`src/rtl/uart_tx_sched_if.sv`:
```
// Signal bundle between the UART TX scheduler, its byte FIFO and the serializer.
// The scheduler takes the master side; the FIFO/serializer/CPU environment takes the slave side.
interface uart_tx_sched_if;
    logic        en;
    logic        fifo_empty;
    logic [7:0]  fifo_dout;
    logic        fifo_overrun;
    logic        fifo_underrun;
    logic        fifo_thres_trig;
    logic        fifo_pop;
    logic        tx_busy;
    logic        tx_start;
    logic [7:0]  tx_data;
    logic [3:0]  ie;
    logic        clr;
    logic [2:0]  sticky;
    logic        irq;
    logic [15:0] frame_cnt;
    logic        active;

    modport master (
        input  en, fifo_empty, fifo_dout, fifo_overrun, fifo_underrun, fifo_thres_trig,
               tx_busy, ie, clr,
        output fifo_pop, tx_start, tx_data, sticky, irq, frame_cnt, active
    );

    modport slave (
        output en, fifo_empty, fifo_dout, fifo_overrun, fifo_underrun, fifo_thres_trig,
               tx_busy, ie, clr,
        input  fifo_pop, tx_start, tx_data, sticky, irq, frame_cnt, active
    );
endinterface

```
`src/rtl/uart_tx_sched.sv`:
```
// TX scheduler: pops bytes from the UART FIFO, launches the serializer, enforces an
// inter-frame guard gap, and keeps sticky error flags, a maskable irq and a frame counter.
module uart_tx_sched #(
    parameter int unsigned GAP      = 2,
    parameter int unsigned START_TO = 8
) (
    input logic             clk,
    input logic             rst,
    uart_tx_sched_if.master bus
);

    localparam int unsigned ToW     = (START_TO < 2) ? 1 : $clog2(START_TO + 1);
    localparam int unsigned GapW    = (GAP < 2) ? 1 : $clog2(GAP + 1);
    localparam int unsigned ToLast  = (START_TO > 0) ? START_TO - 1 : 0;
    localparam int unsigned GapLast = (GAP > 0) ? GAP - 1 : 0;

    typedef enum logic [2:0] {
        StIdle,
        StPop,
        StStart,
        StWaitDone,
        StGap
    } state_e;

    state_e            state_q, state_d;
    logic              fifo_pop_q, fifo_pop_d;
    logic              tx_start_q, tx_start_d;
    logic [7:0]        tx_data_q, tx_data_d;
    logic [ToW-1:0]    to_cnt_q, to_cnt_d;
    logic [GapW-1:0]   gap_cnt_q, gap_cnt_d;
    logic [15:0]       frame_cnt_q, frame_cnt_d;
    logic [2:0]        sticky_q, sticky_d;
    logic              irq_q, irq_d;
    logic              active_q, active_d;
    logic              timeout;

    always_comb begin
        state_d     = state_q;
        fifo_pop_d  = 1'b0;
        tx_start_d  = 1'b0;
        tx_data_d   = tx_data_q;
        to_cnt_d    = to_cnt_q;
        gap_cnt_d   = gap_cnt_q;
        frame_cnt_d = frame_cnt_q;
        timeout     = 1'b0;

        unique case (state_q)
            StIdle: begin
                if (bus.en && !bus.fifo_empty && !bus.tx_busy) begin
                    fifo_pop_d = 1'b1;
                    state_d    = StPop;
                end
            end
            StPop: begin
                tx_data_d  = bus.fifo_dout;
                tx_start_d = 1'b1;
                to_cnt_d   = '0;
                state_d    = StStart;
            end
            StStart: begin
                if (bus.tx_busy) begin
                    frame_cnt_d = frame_cnt_q + 16'd1;
                    state_d     = StWaitDone;
                end else if (to_cnt_q == ToW'(ToLast)) begin
                    // Serializer never acknowledged: the byte is dropped and not counted.
                    timeout = 1'b1;
                    state_d = StIdle;
                end else begin
                    to_cnt_d = to_cnt_q + ToW'(1);
                end
            end
            StWaitDone: begin
                if (!bus.tx_busy) begin
                    gap_cnt_d = '0;
                    state_d   = (GAP > 0) ? StGap : StIdle;
                end
            end
            StGap: begin
                if (gap_cnt_q == GapW'(GapLast)) begin
                    state_d = StIdle;
                end else begin
                    gap_cnt_d = gap_cnt_q + GapW'(1);
                end
            end
            default: state_d = StIdle;
        endcase
    end

    // A new set event in the same cycle as clr keeps the bit set.
    always_comb begin
        sticky_d[0] = bus.fifo_overrun  | (sticky_q[0] & ~bus.clr);
        sticky_d[1] = bus.fifo_underrun | (sticky_q[1] & ~bus.clr);
        sticky_d[2] = timeout           | (sticky_q[2] & ~bus.clr);

        irq_d = (bus.ie[0] & bus.fifo_thres_trig) |
                (bus.ie[1] & sticky_q[0]) |
                (bus.ie[2] & sticky_q[1]) |
                (bus.ie[3] & sticky_q[2]);

        active_d = (state_d != StIdle);
    end

    always_ff @(posedge clk or posedge rst) begin
        if (rst) begin
            state_q     <= StIdle;
            fifo_pop_q  <= 1'b0;
            tx_start_q  <= 1'b0;
            tx_data_q   <= 8'h00;
            to_cnt_q    <= '0;
            gap_cnt_q   <= '0;
            frame_cnt_q <= 16'd0;
            sticky_q    <= 3'b000;
            irq_q       <= 1'b0;
            active_q    <= 1'b0;
        end else begin
            state_q     <= state_d;
            fifo_pop_q  <= fifo_pop_d;
            tx_start_q  <= tx_start_d;
            tx_data_q   <= tx_data_d;
            to_cnt_q    <= to_cnt_d;
            gap_cnt_q   <= gap_cnt_d;
            frame_cnt_q <= frame_cnt_d;
            sticky_q    <= sticky_d;
            irq_q       <= irq_d;
            active_q    <= active_d;
        end
    end

    assign bus.fifo_pop  = fifo_pop_q;
    assign bus.tx_start  = tx_start_q;
    assign bus.tx_data   = tx_data_q;
    assign bus.frame_cnt = frame_cnt_q;
    assign bus.sticky    = sticky_q;
    assign bus.irq       = irq_q;
    assign bus.active    = active_q;

endmodule
```
`src/flat_wrapper.sv`:
```
// flat-port wrapper written by rule: the top's interface ports become plain ports
module uart_tx_sched_flat 
#(
    parameter int unsigned GAP      = 2,
    parameter int unsigned START_TO = 8
)
  (clk, rst, bus_en, bus_fifo_empty, bus_fifo_dout, bus_fifo_overrun, bus_fifo_underrun, bus_fifo_thres_trig, bus_tx_busy, bus_ie, bus_clr, bus_fifo_pop, bus_tx_start, bus_tx_data, bus_sticky, bus_irq, bus_frame_cnt, bus_active);
  uart_tx_sched_if bus_i ();
  input logic clk;
  input logic rst;
  input wire logic [$bits(bus_i.en)-1:0] bus_en;
  input wire logic [$bits(bus_i.fifo_empty)-1:0] bus_fifo_empty;
  input wire logic [$bits(bus_i.fifo_dout)-1:0] bus_fifo_dout;
  input wire logic [$bits(bus_i.fifo_overrun)-1:0] bus_fifo_overrun;
  input wire logic [$bits(bus_i.fifo_underrun)-1:0] bus_fifo_underrun;
  input wire logic [$bits(bus_i.fifo_thres_trig)-1:0] bus_fifo_thres_trig;
  input wire logic [$bits(bus_i.tx_busy)-1:0] bus_tx_busy;
  input wire logic [$bits(bus_i.ie)-1:0] bus_ie;
  input wire logic [$bits(bus_i.clr)-1:0] bus_clr;
  output wire logic [$bits(bus_i.fifo_pop)-1:0] bus_fifo_pop;
  output wire logic [$bits(bus_i.tx_start)-1:0] bus_tx_start;
  output wire logic [$bits(bus_i.tx_data)-1:0] bus_tx_data;
  output wire logic [$bits(bus_i.sticky)-1:0] bus_sticky;
  output wire logic [$bits(bus_i.irq)-1:0] bus_irq;
  output wire logic [$bits(bus_i.frame_cnt)-1:0] bus_frame_cnt;
  output wire logic [$bits(bus_i.active)-1:0] bus_active;
  assign bus_i.en = bus_en;
  assign bus_i.fifo_empty = bus_fifo_empty;
  assign bus_i.fifo_dout = bus_fifo_dout;
  assign bus_i.fifo_overrun = bus_fifo_overrun;
  assign bus_i.fifo_underrun = bus_fifo_underrun;
  assign bus_i.fifo_thres_trig = bus_fifo_thres_trig;
  assign bus_i.tx_busy = bus_tx_busy;
  assign bus_i.ie = bus_ie;
  assign bus_i.clr = bus_clr;
  assign bus_fifo_pop = bus_i.fifo_pop;
  assign bus_tx_start = bus_i.tx_start;
  assign bus_tx_data = bus_i.tx_data;
  assign bus_sticky = bus_i.sticky;
  assign bus_irq = bus_i.irq;
  assign bus_frame_cnt = bus_i.frame_cnt;
  assign bus_active = bus_i.active;
  uart_tx_sched #(.GAP(GAP), .START_TO(START_TO)) u_core (.clk(clk), .rst(rst), .bus(bus_i));
endmodule
```
`config.mk`:
```
export PLATFORM = sky130hd
export DESIGN_NAME = uart_tx_sched_flat
export DESIGN_NICKNAME = d
export VERILOG_FILES = /design/src/rtl/uart_tx_sched_if.sv /design/src/rtl/uart_tx_sched.sv /design/src/flat_wrapper.sv
export SDC_FILE = /design/constraint.sdc
export NUM_CORES = 1
export LEC_CHECK = 0
export ABC_AREA = 0
export ABC_CLOCK_PERIOD_IN_PS = 2100
export CORE_ASPECT_RATIO = 0.9
export CORE_MARGIN = 1.5
export CORE_UTILIZATION = 50
export DETAILED_ROUTE_END_ITERATION = 6
export DONT_BUFFER_PORTS = 1
export GPL_ROUTABILITY_DRIVEN = 0
export PLACE_DENSITY_LB_ADDON = 0.25
export SYNTH_ARGS = -nofsm -noshare
export SYNTH_HDL_FRONTEND = slang
export SYNTH_SLANG_ARGS = --single-unit
```
`constraint.sdc`:
```
create_clock -name clk -period 2.1 [get_ports clk]
set_clock_uncertainty 0.1 [all_clocks]
set_input_delay 0.42 -clock clk [delete_from_list [all_inputs] [get_ports clk]]
set_output_delay 0.42 -clock clk [all_outputs]
set_load 0.02 [all_outputs]
```
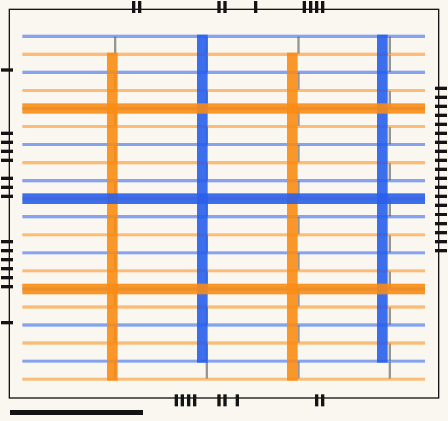
*Floorplan with the power grid, run 1*
Bar = 20 um. Pins as bars on the die edge. Tap cells in grey.
| colour | net |
|---|---|
| blue | VDD |
| orange | VSS |
rows: 19
met4 straps: 4
met1 rails: 20

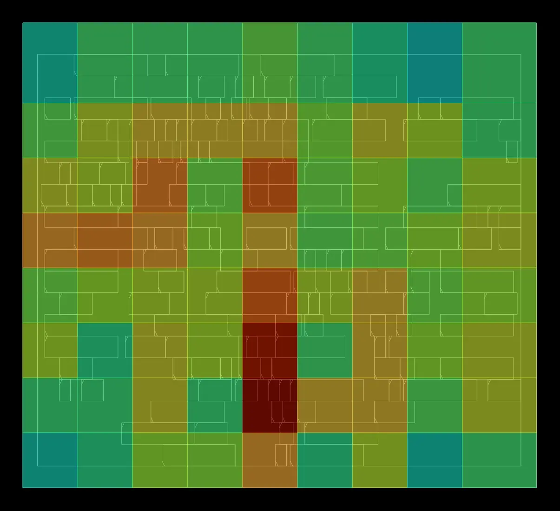
*Routing congestion, run 1*
fraction of met1 tracks used by global routing: 20.3%
final core utilization: 58.7%
M2 GR Usage: 26.5%

==> reports/metrics.sh, run 1 <==
FINAL_PERIOD_MINUS_WORST_SETUP_SLACK_PS=1750
BUFFER_AREA_SHARE_PCT=0.816
MET1WIRELENGTH_MM=1.25
ANT_NETS=0
FLOORPLAN.NETS=161
GRT_SETUP_UNREPAIRED='no'
STAGE_LOG_WARNINGS=26
ASYNC_FLOP_SHARE_PCT=100
CTS-BUFFERS-INSERTED=5
GLOBAL_ROUTE.OVERFLOW_TOTAL=0
PORT_BUFFERS=0
TOP_CELLS_BY_AREA='dfrtp_1 (59%), mux2_2 (6.0%), xnor2_1 (5.7%)'
POST_DRT_VIA_CELL_RATIO=5.75
FINAL_AREA_UM2=1840
SIMPLE_GATE_SHARE_PCT=18.1
LAYOUT_TOP_CELL_EXCL_FILL_TAP='dfrtp_1'
MET2ROUTEDLENGTH_MM=1.33
OUTCOME='finished clean'
TIMING.SETUP.TNS_PS=0
FIRST_PASS_ITERS=4
COMBGATEAREA_UM2=667
TOP_LOGIC_KIND='simple AND/OR/NAND/NOR gates'
CRIT_PATH_MAX_FANOUT=5
SYNTHMUXAREASHARE_PCT=6.54
INSERTION_DELAY_PS=290
NUMBER_OF_ANTENNA_VIOLATIONS_AT_THE_FIRST_CHECK_IN_GLOBAL_ROUTING=0
CELL_AREA_POWER_DENSITY_nW_PER_UM2=1280
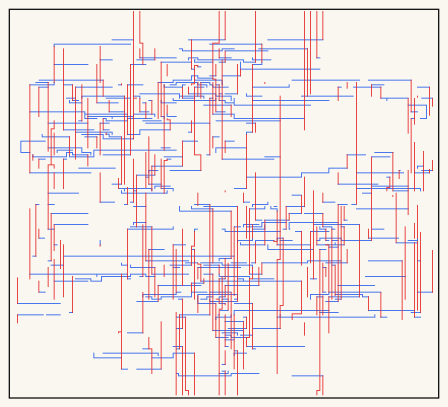
*Wiring by layer, run 1*
Only two layers are drawn.
| colour | layer | wire length |
|---|---|---|
| red | metal 2 | 1,330 um |
| blue | metal 1 | 1,250 um |
Avg WL per Cell: 15.7 um
total number of vias: 1,069
GRT Resource Usage Total: 17.2%
sum of routed wire length over all layers: 2.92 mm

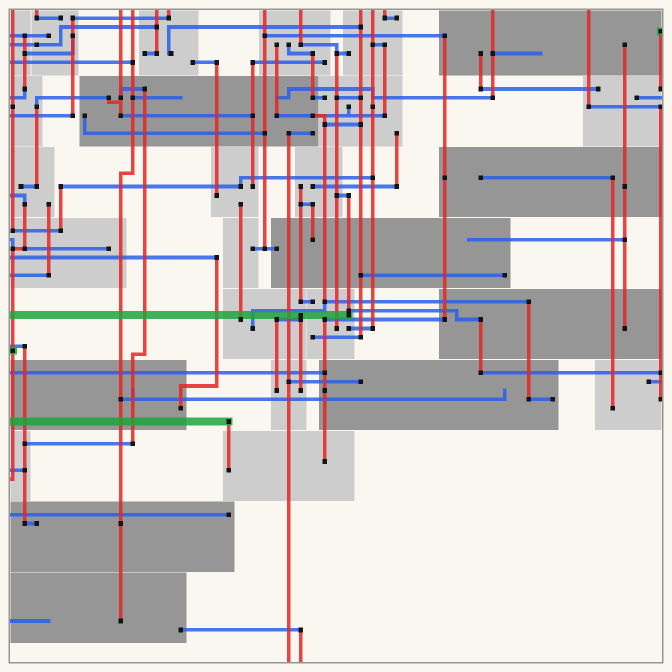
*Zoomed window, run 1*
Window x 36 to 61, y 2 to 27 um. Cells in grey, sequential cells in the stronger grey; small squares are vias.
| colour | layer |
|---|---|
| red | metal 2 |
| blue | metal 1 |
| green | metal 3 |
most frequent: dfrtp_1 (9), mux2_2 (2)
sequential cells in the window: 9
cells with their middle in the window: 26
netlist names of flops here include: u_core.bus.tx_data (2), u_core.state_q (2), u_core.to_cnt_q (2)

-- run 1: cells in the mapped netlist (2+ instances only) --
master and instances:
nand3_1 7, buf_4 2, and4_1 2, a21oi_1 2
nor2_1 6, nand2_1 12, ha_1 3, inv_1 4
nand4_1 4, nand3b_1 4, nor3_1 3, a22oi_1 2
xnor2_1 11, and3_1 4, mux2_2 9, a21o_1 2
xor2_1 5, dfrtp_1 40
-- run 1: metrics by stage --
step,hold slack [ps],total power [mW],util (%)
6_report,33.1,2.36,58.7
5_1_grt,91.4,2.50,58.7
4_1_cts,46.8,2.39,58.7
3_5_place_dp,364,1.87,55.8
3_3_place_gp,356,1.82,55.8
2_1_floorplan,357,1.74,-
--- run 2 (diff from run 1) ---
- ABC_CLOCK_PERIOD_IN_PS: 2100 -> 1500
- clock period: 2.1 -> 1.5 ns (I/O delays scaled with it)
==> run 2 against run 1 <==
Wire length up 12%. Worst hold slack worse by 18 ps. First-iteration DRC count down 41%. Die size unchanged. Sequential cell count unchanged. Largest cell class unchanged. Highest routed layer unchanged.
==> reports/metrics.sh, run 2 <==
OUTCOME='finished clean'
FLOORPLAN.NETS=161
FINAL_UTIL_PCT=68.2
PORT_BUFFERS=0
WIRE_PER_INST_UM=15.4
GRT_SETUP_UNREPAIRED='yes'
COMBGATEAREA_UM2=744
SIMPLE_GATE_SHARE_PCT=18.1
CTS-BUFFERS-INSERTED=5
WORST_HOLD_SLACK_ACROSS_ALL_ENDPOINTS_PS=15.4
TOP_LOGIC_KIND='simple AND/OR/NAND/NOR gates'
ASYNC_FLOP_SHARE_PCT=100
FINAL_AREA_UM2=2140
BUFFER_AREA_SHARE_PCT=10.8
POST_DRT_VIA_CELL_RATIO=5.43
CELL_AREA_POWER_DENSITY_nW_PER_UM2=1700
ANT_NETS=0
MET1WIRELENGTH_MM=1.34
GLOBAL_ROUTE.OVERFLOW_TOTAL=0
YOSYS.CELL_COUNT.TOP_TYPE='dfrtp_1'
LAYOUT_TOP_CELL_EXCL_FILL_TAP='dfrtp_1'
TIMING.SETUP.TNS_PS=0
FIRST_PASS_ITERS=4
STAGE_LOG_WARNINGS=28
FINAL_PERIOD_MINUS_WORST_SETUP_SLACK_PS=1500
NUMBER_OF_ANTENNA_VIOLATIONS_AT_THE_FIRST_CHECK_IN_GLOBAL_ROUTING=0
YS_TOP_CELLS_BY_COUNT='dfrtp_1 (40), nand2_1 (12), xnor2_1 (11)'
-- run 2: logic make-up after synthesis --
family	count (synthesis)
adder cells (fa/ha/maj)	3
flip-flops	40
AND-OR/OR-AND	10
XOR/XNOR	16
buffers and inverters	7
multiplexers	10
AND/OR/NAND/NOR	51
-- run 2: path summary, 6_finish.rpt --
kind	startpoint	endpoint	slack, ps	cells after the start
worst max-delay path	u_core.to_cnt_q[0]	u_core.bus.active	3	5
worst min-delay path	bus_fifo_overrun	u_core.bus.sticky[0]	20	1
worst max register to register	u_core.to_cnt_q[0]	u_core.bus.active	3	5
worst min register to register	u_core.gap_cnt_q[0]	u_core.gap_cnt_q[0]	390	1
max in group asynchronous	rst	u_core.bus.tx_data[3]	480	3
min in group asynchronous	rst	u_core.bus.tx_data[5]	490	3
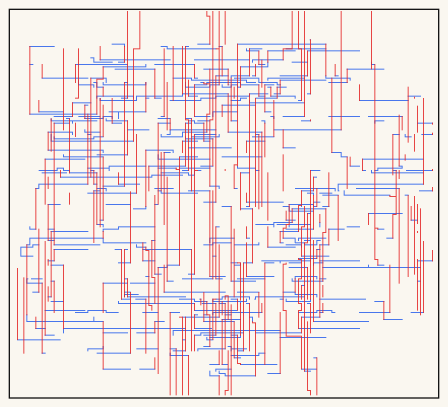
*Wiring by layer, run 2*
Only two layers are drawn.
| colour | layer | wire length |
|---|---|---|
| red | metal 2 | 1,690 um |
| blue | metal 1 | 1,340 um |
sum of routed wire length over all layers: 3.26 mm
GRT Resource Usage Total: 18.7%
total number of vias: 1,152

Power figures rest on the tool's default switching activity, not on a simulated workload.
